**config.mk**
```make
export PLATFORM = sky130hd
export DESIGN_NAME = regfile_2r1w
export DESIGN_NICKNAME = d
export VERILOG_FILES = /design/src/rtl/regfile_2r1w.sv
export SDC_FILE = /design/constraint.sdc
export NUM_CORES = 1
export LEC_CHECK = 0
export ABC_AREA = 0
export CORE_ASPECT_RATIO = 1.4
export CORE_MARGIN = 2
export CORE_UTILIZATION = 30
export CTS_BUF_LIST = sky130_fd_sc_hd__clkbuf_4 sky130_fd_sc_hd__clkbuf_8
export CTS_CLUSTER_DIAMETER = 60
export DETAILED_ROUTE_END_ITERATION = 8
export GPL_ROUTABILITY_DRIVEN = 1
export HOLD_SLACK_MARGIN = 0.08
export PLACE_DENSITY = 0.51
export SYNTH_ARGS = -nofsm -noshare
export SYNTH_HDL_FRONTEND = slang
export SYNTH_SLANG_ARGS = --single-unit
```
**constraint.sdc**
```tcl
create_clock -name clk -period 2.3 [get_ports clk]
set_input_delay 0.46 -clock clk [delete_from_list [all_inputs] [get_ports clk]]
set_output_delay 0.46 -clock clk [all_outputs]
set_load 0.01 [all_outputs]
```
**src/rtl/regfile_2r1w.sv**
```systemverilog
// -----------------------------------------------------------------------------
// regfile_2r1w
//
// Purpose:
//   Register file with two combinational read ports and one write port.
//   Entry 0 is hard-wired to zero. A soft clear (or reset) walks a pointer over
//   every entry, zeroing one entry per cycle. While the clear runs, the block
//   reports busy, reads return zero and writes are rejected. A rejected write
//   is flagged by a one-cycle registered pulse on wr_drop.
//
// Parameters:
//   WIDTH   - data width of each entry (default 8)
//   ADDR_W  - address width; DEPTH = 2**ADDR_W entries (default 3)
//
// Ports:
//   clk          in   single clock, rising-edge
//   reset        in   synchronous active-high reset; starts a full clear
//   clear        in   one-cycle request to start a soft clear (ignored if busy)
//   we           in   write enable
//   waddr        in   write address
//   wdata        in   write data
//   raddr_a      in   read address, port A
//   rdata_a      out  read data, port A (combinational)
//   raddr_b      in   read address, port B
//   rdata_b      out  read data, port B (combinational)
//   busy         out  high while a clear sequence is running
//   wr_drop      out  registered pulse: a write was rejected last cycle
//   o_dbg_state  out  current FSM state (0 = IDLE, 1 = CLEAR)
//
// Build option:
//   REGFILE_BYPASS_EN - when defined, a write in progress is forwarded to any
//   read port addressing the same entry in the same cycle. When undefined,
//   reads return the stored value until the cycle after the write edge.
//
// Handshake note:
//   There is no valid/ready pairing on this block. A write is accepted on a
//   rising edge when we=1, busy=0, clear=0 and reset=0; any write attempted
//   while busy=1 or together with clear=1 is refused and reported one cycle
//   later on wr_drop. Writes to entry 0 are silently discarded.
// -----------------------------------------------------------------------------
module regfile_2r1w #(
    parameter int WIDTH  = 8,
    parameter int ADDR_W = 3
) (
    input  logic              clk,
    input  logic              reset,
    input  logic              clear,
    input  logic              we,
    input  logic [ADDR_W-1:0] waddr,
    input  logic [WIDTH-1:0]  wdata,
    input  logic [ADDR_W-1:0] raddr_a,
    output logic [WIDTH-1:0]  rdata_a,
    input  logic [ADDR_W-1:0] raddr_b,
    output logic [WIDTH-1:0]  rdata_b,
    output logic              busy,
    output logic              wr_drop,
    output logic [0:0]        o_dbg_state
);

    localparam int DEPTH = 1 << ADDR_W;

    localparam logic [0:0] S_IDLE  = 1'b0;
    localparam logic [0:0] S_CLEAR = 1'b1;

    localparam logic [ADDR_W-1:0] LAST_ADDR = {ADDR_W{1'b1}};
    localparam logic [ADDR_W-1:0] ZERO_ADDR = '0;

    logic [0:0]        r_state;
    logic [ADDR_W-1:0] r_ptr;
    logic              r_wr_drop;
    logic [WIDTH-1:0]  r_mem [DEPTH];

    logic              w_busy;
    logic              w_wr_ok;
    logic              w_wr_reject;

    assign w_busy = (r_state == S_CLEAR);

    // A write lands only in IDLE, without a competing clear, to a non-zero entry.
    assign w_wr_ok = we && !w_busy && !clear && (waddr != ZERO_ADDR);

    // Refused writes: blocked by a running clear or by a clear issued in the
    // same cycle. Reset overrides everything, so it suppresses the flag too.
    assign w_wr_reject = we && (w_busy || clear);

    // -------------------------------------------------------------------------
    // Control: FSM, clear pointer and the drop flag
    // -------------------------------------------------------------------------
    always_ff @(posedge clk) begin
        if (reset) begin
            r_state   <= S_CLEAR;
            r_ptr     <= ZERO_ADDR;
            r_wr_drop <= 1'b0;
        end else begin
            r_wr_drop <= w_wr_reject;
            case (r_state)
                S_IDLE: begin
                    if (clear) begin
                        r_state <= S_CLEAR;
                        r_ptr   <= ZERO_ADDR;
                    end
                end
                S_CLEAR: begin
                    // A clear request here is ignored: the walk just continues.
                    r_ptr <= r_ptr + ADDR_W'(1);
                    if (r_ptr == LAST_ADDR) begin
                        r_state <= S_IDLE;
                    end
                end
                default: begin
                    r_state <= S_CLEAR;
                    r_ptr   <= ZERO_ADDR;
                end
            endcase
        end
    end

    // -------------------------------------------------------------------------
    // Storage: no reset on the array itself; the clear walk zeroes it instead.
    // The reset edge writes nothing.
    // -------------------------------------------------------------------------
    always_ff @(posedge clk) begin
        if (!reset) begin
            if (w_busy) begin
                r_mem[r_ptr] <= '0;
            end else if (w_wr_ok) begin
                r_mem[waddr] <= wdata;
            end
        end
    end

    // -------------------------------------------------------------------------
    // Read path, shared by both ports
    // -------------------------------------------------------------------------
    function automatic logic [WIDTH-1:0] f_read(input logic [ADDR_W-1:0] addr);
        logic [WIDTH-1:0] v;
        v = '0;
        if (!w_busy && (addr != ZERO_ADDR)) begin
`ifdef REGFILE_BYPASS_EN
            // Forward the write in flight so the reader sees it this cycle.
            if (w_wr_ok && (addr == waddr)) begin
                v = wdata;
            end else begin
                v = r_mem[addr];
            end
`else
            v = r_mem[addr];
`endif
        end
        return v;
    endfunction

    always_comb begin
        rdata_a = f_read(raddr_a);
        rdata_b = f_read(raddr_b);
    end

    assign busy        = w_busy;
    assign wr_drop     = r_wr_drop;
    assign o_dbg_state = r_state;

endmodule
```
==> results.cfg, run 1 <==
; yosys + openroad results
[synthesis]
synthFlopType = edfxtp_1
ys_types = 36
syn-cell-area_sq_um = 3110
fp_nets = 234
async_reset_ff_share_pct = 0
ys_chip_area_sq_um = 3110
top_cell = edfxtp_1
synthCells = 211
synth-seq-cells = 61
ys_sh_adder_pct = 0.805
ys_sh_aoi_pct = 7.48
yosysTopAreaCellShare_pct = 54.1
syn_area_per_cell_sq_um = 14.7
mux_share_pct = 17.7
simple_gate_share_pct = 12.9

[final_timing]
period_used_pct = 97.4
slew_headroom_pct = 80.4
grt_setup_unrepaired = no
fin_crit_ns = 2.24
finClkSkew_ns = 0.00805

[grt]
first_global_vias = 2158
grt_max_degree = 29
globalRouteTotalUtil_pct = 14.5

[power]
pwr-share-seq_pct = 53.5
p_comb_w = 0.000279
p_leak_nw = 1.65
power.share.clock_pct = 34.3
power_density_nw_per_um2 = 542
p_int_w = 0.00176
p_clk_w = 0.000784

[flow_run]
drv_cap = 0

[place]
place.gp.congestion = 0.792
dp_slack_ns = -0.550
dp_cells = 406
place_area_sq_um = 3930

[clocking]
clock-sinks = 61
cts_inserted_buffers = 9
cts_resized = 40
cts_hold_buf = 0
insertion_delay_ns = 0.34
htreeDepth = 3

[detailed_routing]
top_layer_used = met4
drt_first_pass_iters = 4
dr_wl_met2_microns = 4580
vias_per_cell = 4.98

[worst_setup_path]
cp_max_fo = 5
startpoint_type = input pin
cp.depth = 6
r2r_setup_slack_ns = 0.40
crit_slowest_cell = mux2_2
critPathCaptureType = output port
cp.buffers_inverters = 3
timing.rr.end = r_mem[2][6]$_DFFE_PP_
cp-endpoint = rdata_a[0]
worstRegToRegCells = 6
critical-path-max-stage-delay_ns = 0.33

[cells_and_area]
largest-register = r_mem
largest_reg_flops = 56
logic_area_sq_um = 1260
finalInstanceArea_sq_um = 4220
logic_gates = 131
area_growth_pct = 35.6
sh_comb_area_pct = 29.8
dominant_cells = sequential cells
fin_cells = 429
seq_area_sq_um = 1780
buffers_excl_clock = 79

[worst_hold_path]
hold_end = r_ptr[0]$_SDFFE_PP0N_
hp-start = r_ptr[0]$_SDFFE_PP0N_

[floorplan]
chip_area_sq_um = 11200
die_x_microns = 90.1
rows = 44
die_h_microns = 124

[run_status]
status = finished, final reports clean
Fig. 1: run 1, routed metal, one color a layer
Two of the layers only.
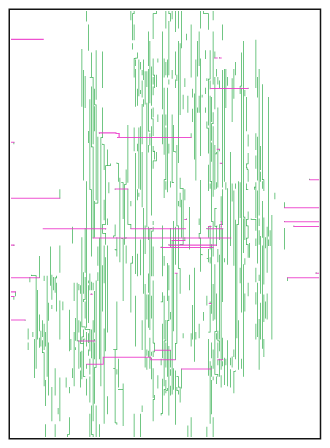
met3: shown in magenta, wire length 284 microns. met2: shown in green, wire length 4,580 microns.
WL/cell: 18.6 microns
drt total wl: 7970 microns
vias post-DR: 2,135

Fig. 2: run 1, M1 wires
The bar under the picture is 20 microns long. Supply wires on this layer in gray. Cells faint in the background.
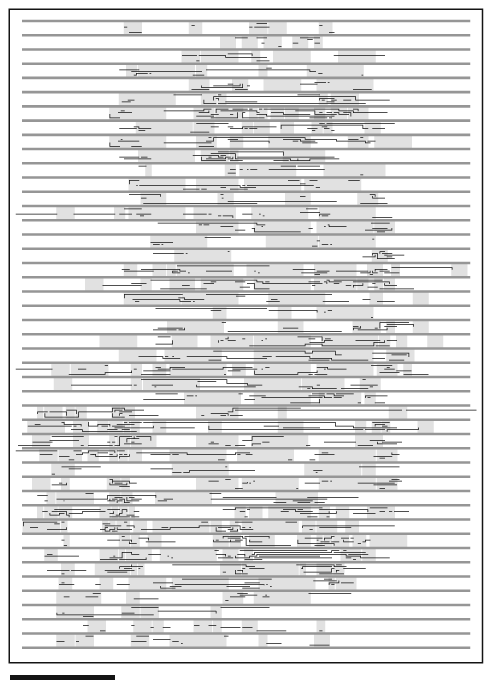
The layer holds 36% of the routed length. The wires run mostly horizontal.
GRT met1 Usage: 14.2%

Fig. 3: run 1, routing congestion
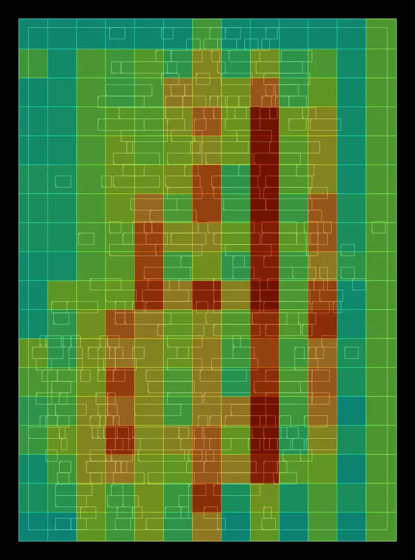
met2 GRT Util: 27.5%
GRT met3 Usage: 3.33%

Fig. 4: run 1, I/O nets highlighted
The bar under the picture is 20 microns long.
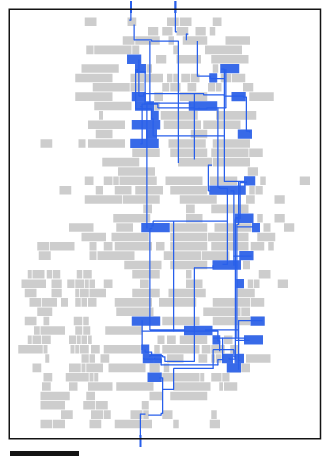
raddr_b: shown in blue, bits 3, direction input, end cells 34, buffers 8, wire 888 microns.
I/O pins: 40
number of port buffers: 39

Fig. 5: run 1, where the registers sit
The bar under the picture is 20 microns long.
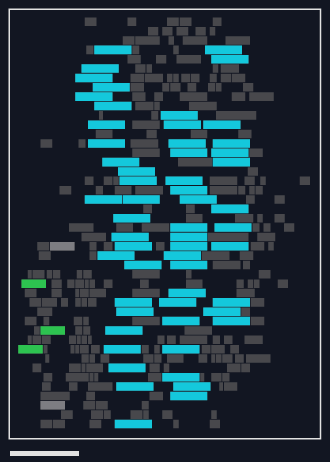

## Run 2: what changed since run 1
Clock period 2.3 ns to 2.76 ns, I/O delays scaled along.
Fig. 6: run 2, where the registers sit
The bar under the picture is 20 microns long.
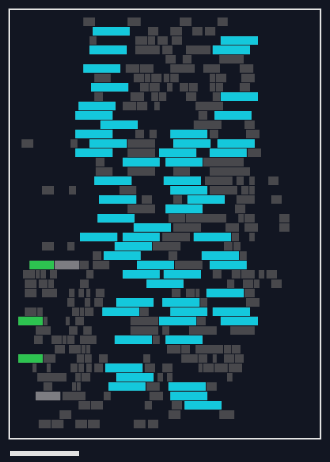
r_mem: shown in cyan, placed flops 56. r_ptr: shown in green, placed flops 3.
sequential group power: 0.00102 W
Storage cell area: 1780 sq um
flop share of the area: 43.2%
final core occ: 40.3%

Fig. 7: run 2, routing congestion
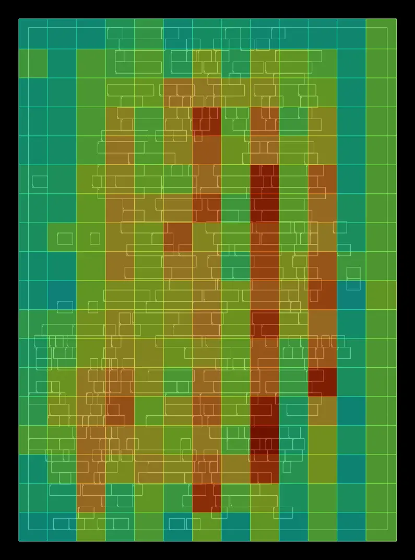
GRT met1 Usage: 14.6%
met2 GRT Util: 28.7%

Fig. 8: run 2, routed metal, one color a layer
Two of the layers only.
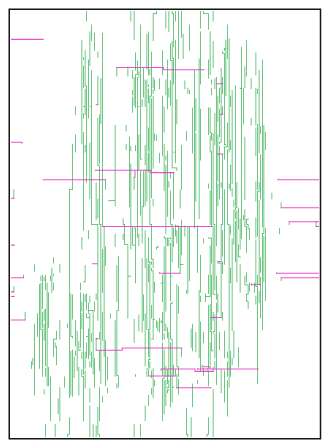
met2: shown in green, wire length 4,520 microns. met3: shown in magenta, wire length 275 microns.

==> run 2 against run 1 <==
Setup slack better by 0.0055 ns; combinational power fell by 22%; clock power shrank 9.1%; critical endpoint is now rdata_b[7]; wire length fell by 0.50%; synthesized area did not move; critical path type unchanged; synthesized cell count is the same; count of clock-buffer cells in the layout increased by 6; die size unchanged; sequential share of layout area rose by 0.95 points; largest power group unchanged.
==> results.cfg, run 2 <==
; yosys + openroad results
[run_status]
status = finished, final reports clean

[cells_and_area]
buffers_excl_clock = 72
sh_comb_area_pct = 29.5
area_growth_pct = 32.6

[worst_setup_path]
timing.rr.end = r_mem[6][4]$_DFFE_PP_
cp.depth = 6
cp-endpoint = rdata_b[7]
cp.buffers_inverters = 3
r2r_setup_slack_ns = 0.82
worstRegToRegCells = 5
critPathCaptureType = output port

[synthesis]
fp_nets = 234
ys_chip_area_sq_um = 3110
top_cell = edfxtp_1

[flow_run]
drv_cap = 0

[detailed_routing]
dr_total_vias = 2093
top_layer_used = met4
avgRoutedWirePerCell_microns = 18.8
finalWirelength_microns = 7930

[place]
io_buffers = 39
place_area_sq_um = 3830
dp_cells = 399
dp_slack_ns = -0.341

[worst_hold_path]
hp-start = r_ptr[0]$_SDFFE_PP0N_
hold_end = r_ptr[0]$_SDFFE_PP0N_

[power]
power_density_nw_per_um2 = 473
p_clk_w = 0.000713
pwr-share-seq_pct = 52.2
p_comb_w = 0.000219

[clocking]
cts_inserted_buffers = 9
clock-sinks = 61

[floorplan]
die_x_microns = 90.1

[grt]
grt_max_degree = 29
first_global_vias = 2238

[final_timing]
period_used_pct = 97.7
grt_setup_unrepaired = no
finClkSkew_ns = 0.00638
## Run 3: what changed since run 2
Settings changed: SLEW_MARGIN set to 20.
Fig. 9: run 3, routed metal, one color a layer
Two of the layers only.
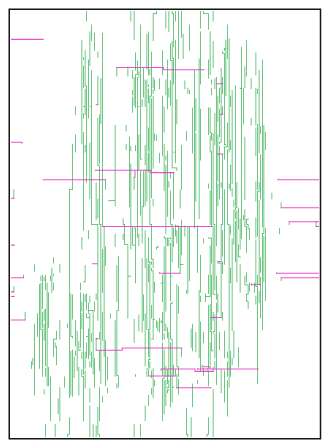
met2: shown in green, wire length 4,520 microns. met3: shown in magenta, wire length 275 microns.

Fig. 10: run 3, I/O nets highlighted
The bar under the picture is 20 microns long.
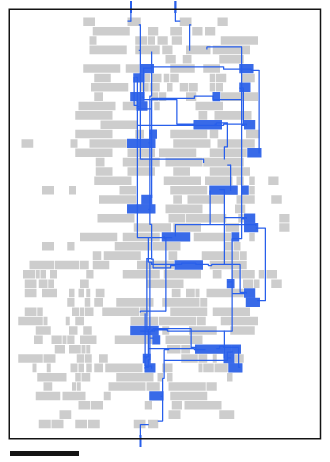
raddr_b: shown in blue, bits 3, direction input, end cells 34, buffers 8, wire 929 microns.

Fig. 11: run 3, where the registers sit
The bar under the picture is 20 microns long.
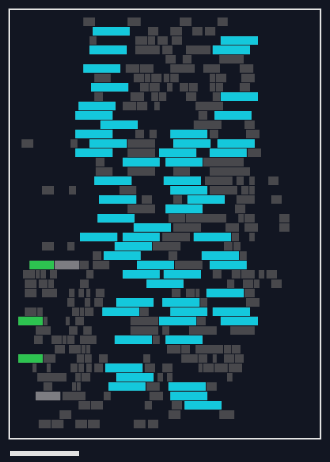
r_mem: shown in cyan, placed flops 56. r_ptr: shown in green, placed flops 3.
Another 2 sequential cells are not colored.

==> run 3 against run 2 <==
Sequential power barely moved; fmax unchanged; sequential share of layout area did not move; highest routed layer unchanged; largest power group unchanged; critical path depth unchanged; setup slack unchanged; clock power barely moved; core utilization did not move; critical path type unchanged; die size unchanged.
==> results.cfg, run 3 <==
; yosys + openroad results
[synthesis]
synth-seq-cells = 61
async_reset_ff_share_pct = 0
ys_sh_aoi_pct = 7.48
synthCells = 211
ys_types = 36
mux_share_pct = 17.7
yosysTopAreaCellShare_pct = 54.1
ys_sh_adder_pct = 0.805

[worst_setup_path]
cp.depth = 6
r2r_setup_slack_ns = 0.82
cp_max_fo = 9
startpoint_type = input pin
crit_slowest_cell = mux4_2
cp-endpoint = rdata_b[7]

[power]
p_clk_w = 0.000713
pwr-share-seq_pct = 52.2
sequentialPower_w = 0.00102
p_comb_w = 0.000219

[floorplan]
die_h_microns = 124
num_io_pins = 40
chip_area_sq_um = 11200

[final_timing]
slew_headroom_pct = 74.0

[cells_and_area]
area_growth_pct = 32.6
dominant_cells = sequential cells
buffers_excl_clock = 72
largest_reg_flops = 56
seq_area_sq_um = 1780
logic_gates = 131
largest-register = r_mem
fin_cells = 422

[grt]
grtUsageMet3_pct = 3.69
globalRouteMet2Util_pct = 28.7
grt_use_met1_pct = 14.6

[clocking]
cts_resized = 22
cts_hold_buf = 0

[detailed_routing]
finalWirelength_microns = 7930
avgRoutedWirePerCell_microns = 18.8

[worst_hold_path]
hold_end = r_ptr[0]$_SDFFE_PP0N_

[run_status]
status = finished, final reports clean

[place]
place_area_sq_um = 3830
Power is estimated from default activity; no workload was simulated.
